### Routed metal, one colour a layer

Bar = 50 µm. Only two layers are drawn.
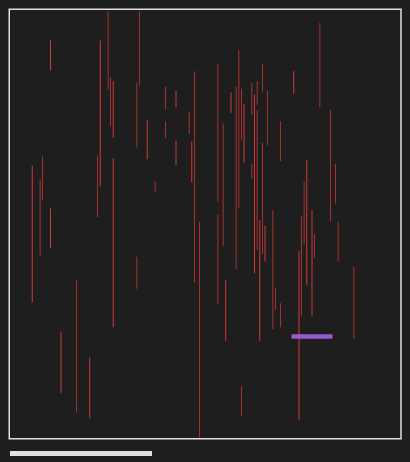
### Placement by cell class

Bar = 50 µm.
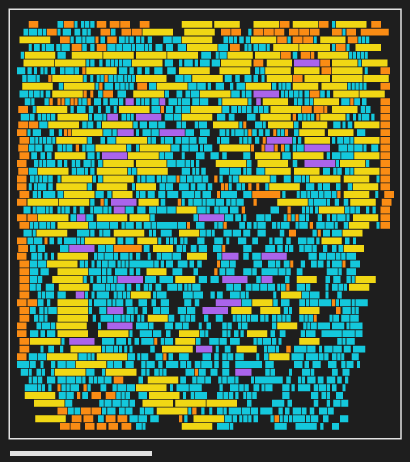
### Routing congestion

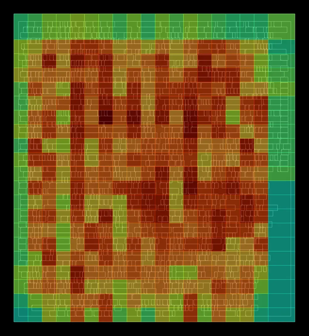
### Logic cells by family

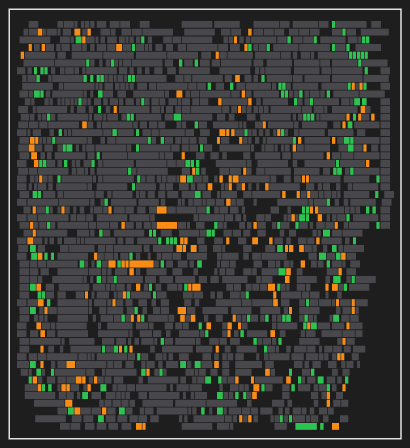
==> config.mk <==
export PLATFORM = sky130hd
export DESIGN_NAME = div_unit
export DESIGN_NICKNAME = d
export VERILOG_FILES = /design/src/rtl/div_pkg.sv /design/src/rtl/div_core_u.sv /design/src/rtl/div_unit.sv
export SDC_FILE = /design/constraint.sdc
export NUM_CORES = 1
export LEC_CHECK = 0
export CAP_MARGIN = 20
export CORE_ASPECT_RATIO = 1.1
export CORE_MARGIN = 2
export CORE_UTILIZATION = 64
export CTS_CLUSTER_DIAMETER = 60
export DETAILED_ROUTE_END_ITERATION = 16
export GPL_TIMING_DRIVEN = 0
export PLACE_DENSITY = 0.95
export SYNTH_ARGS = -nofsm -noshare
export SYNTH_HDL_FRONTEND = slang
export SYNTH_SLANG_ARGS = --single-unit
==> constraint.sdc <==
create_clock -name i_clk -period 10.35 [get_ports i_clk]
set_input_delay 1.5525 -clock i_clk [delete_from_list [all_inputs] [get_ports i_clk]]
set_output_delay 1.5525 -clock i_clk [all_outputs]
set_load 0.005 [all_outputs]
==> impl_summary.log <==
[metrics] run summary
INFO  metric run_status = complete, no violations
INFO  metric irDropWorstVdd = 173 µV
INFO  metric clock_latency = around 0.46 ns
INFO  metric cell_taking_the_most_area_after_synthesis = sky130_fd_sc_hd__edfxtp_1
INFO  metric floorplan.nets = 1551
INFO  metric synthAoiAreaFrac = ~22%
INFO  metric numPortBuffers = 112
INFO  metric fin_worst_skew = 0.0170 ns
INFO  metric synth_async_sr_flop_share = 25.5%
INFO  metric min_path_cells = 2
INFO  metric multiInputGateArea = 6920 µm²
INFO  metric ys_sh_mux = 1.96%
INFO  metric first_pass_drt_iterations = 6
INFO  metric post_synth_xor_area_fraction = just over 10%
INFO  metric die_x = 137 µm
INFO  metric maxSlewHeadroom = 31.2%
INFO  metric crit_fanout = 10
INFO  metric critPathRequiredTime = 10.74 ns
INFO  metric finalSetupTns = 0 ns
INFO  metric design_power_total = 3.24 mW
INFO  metric detailedRoute.firstIterationViolations = ~1800
INFO  metric comb_power_share = a little under half
INFO  metric report.final.setup_viol = 0
INFO  metric wl_met1 = 15.4 mm
INFO  metric yosys-top-cells-area = sky130_fd_sc_hd__edfxtp_1 (25%), sky130_fd_sc_hd__dfrtp_1 (9.4%), sky130_fd_sc_hd__xnor2_1 (6.7%)
INFO  metric distinct_lib_cells_used = ~80
INFO  metric cts-root-buf = sky130_fd_sc_hd__clkbuf_16
INFO  metric syn_avg_cell_area = 8.70 µm²
INFO  metric regArea = 4970 µm²
INFO  metric n_all_buffers = about 190
INFO  metric power_clock = between 0.6 and 0.7 mW
INFO  metric clock_sink_count = around 180
INFO  metric initial_utilization = between 60% and 70%
INFO  metric critical_path_class = reg2reg
INFO  metric ctsHtreeMaxLevel = 4
INFO  metric final.min_clock_period = a little under 8 ns
INFO  metric worstHoldPathType = reg2reg
INFO  metric clock_power_share = about a fifth
INFO  metric cts_tree = done
INFO  metric num_antenna_cells = 0
INFO  metric floorplan.io_pins = 114
INFO  metric layout.clock.cell_area_share = 4.22%
INFO  metric sequential_cell_total = 184
INFO  metric postPlaceCellArea = 14000 µm²
INFO  metric routed.top_layer = met5
INFO  metric total_met3_wirelength_after_detailed_routing = 5.37 mm
INFO  metric max-cap-violations = 0
INFO  metric power.group.top = combinational logic
INFO  metric enable_flop_cells = 105
INFO  metric design.final.nets = 1685
## Picture notes: 'Routed metal, one colour a layer'
M4 -> red  # wire length 1650 µm
M5 -> purple  # wire length 12.9 µm
DR vias: 12300
total routed wirelength: 41.1 mm
per-cell routed wire length: 22.4 µm

## Picture notes: 'Placement by cell class'
registers -> yellow  # cells 184
remaining logic cells -> cyan  # cells 1182
clock drivers and dummy loads -> purple  # cells 32
remaining buffers and delay cells -> orange  # cells 186
Final Core Density: 76.4%
Design Area, Final: 14600 µm²
site row count: 53
placeable core area: 19200 µm²
fraction of area in registers: 34.0%

## Picture notes: 'Routing congestion'
met1 track utilization from global routing: 54.9%
busiest grt layer: met2
met3 capacity usage during global routing: 9.06%

## Picture notes: 'Logic cells by family'
nand cells -> green  # cells 220, most used nand2_1, where widely spread
nor cells -> orange  # cells 171, most used nor2_1, where widely spread
number of cells in the finished layout apart from fillers: 1831
top logic cell by instance count in the layout: sky130_fd_sc_hd__nand2_1
Comb/total area: 47.3%

Power is estimated from default activity; no workload was simulated.
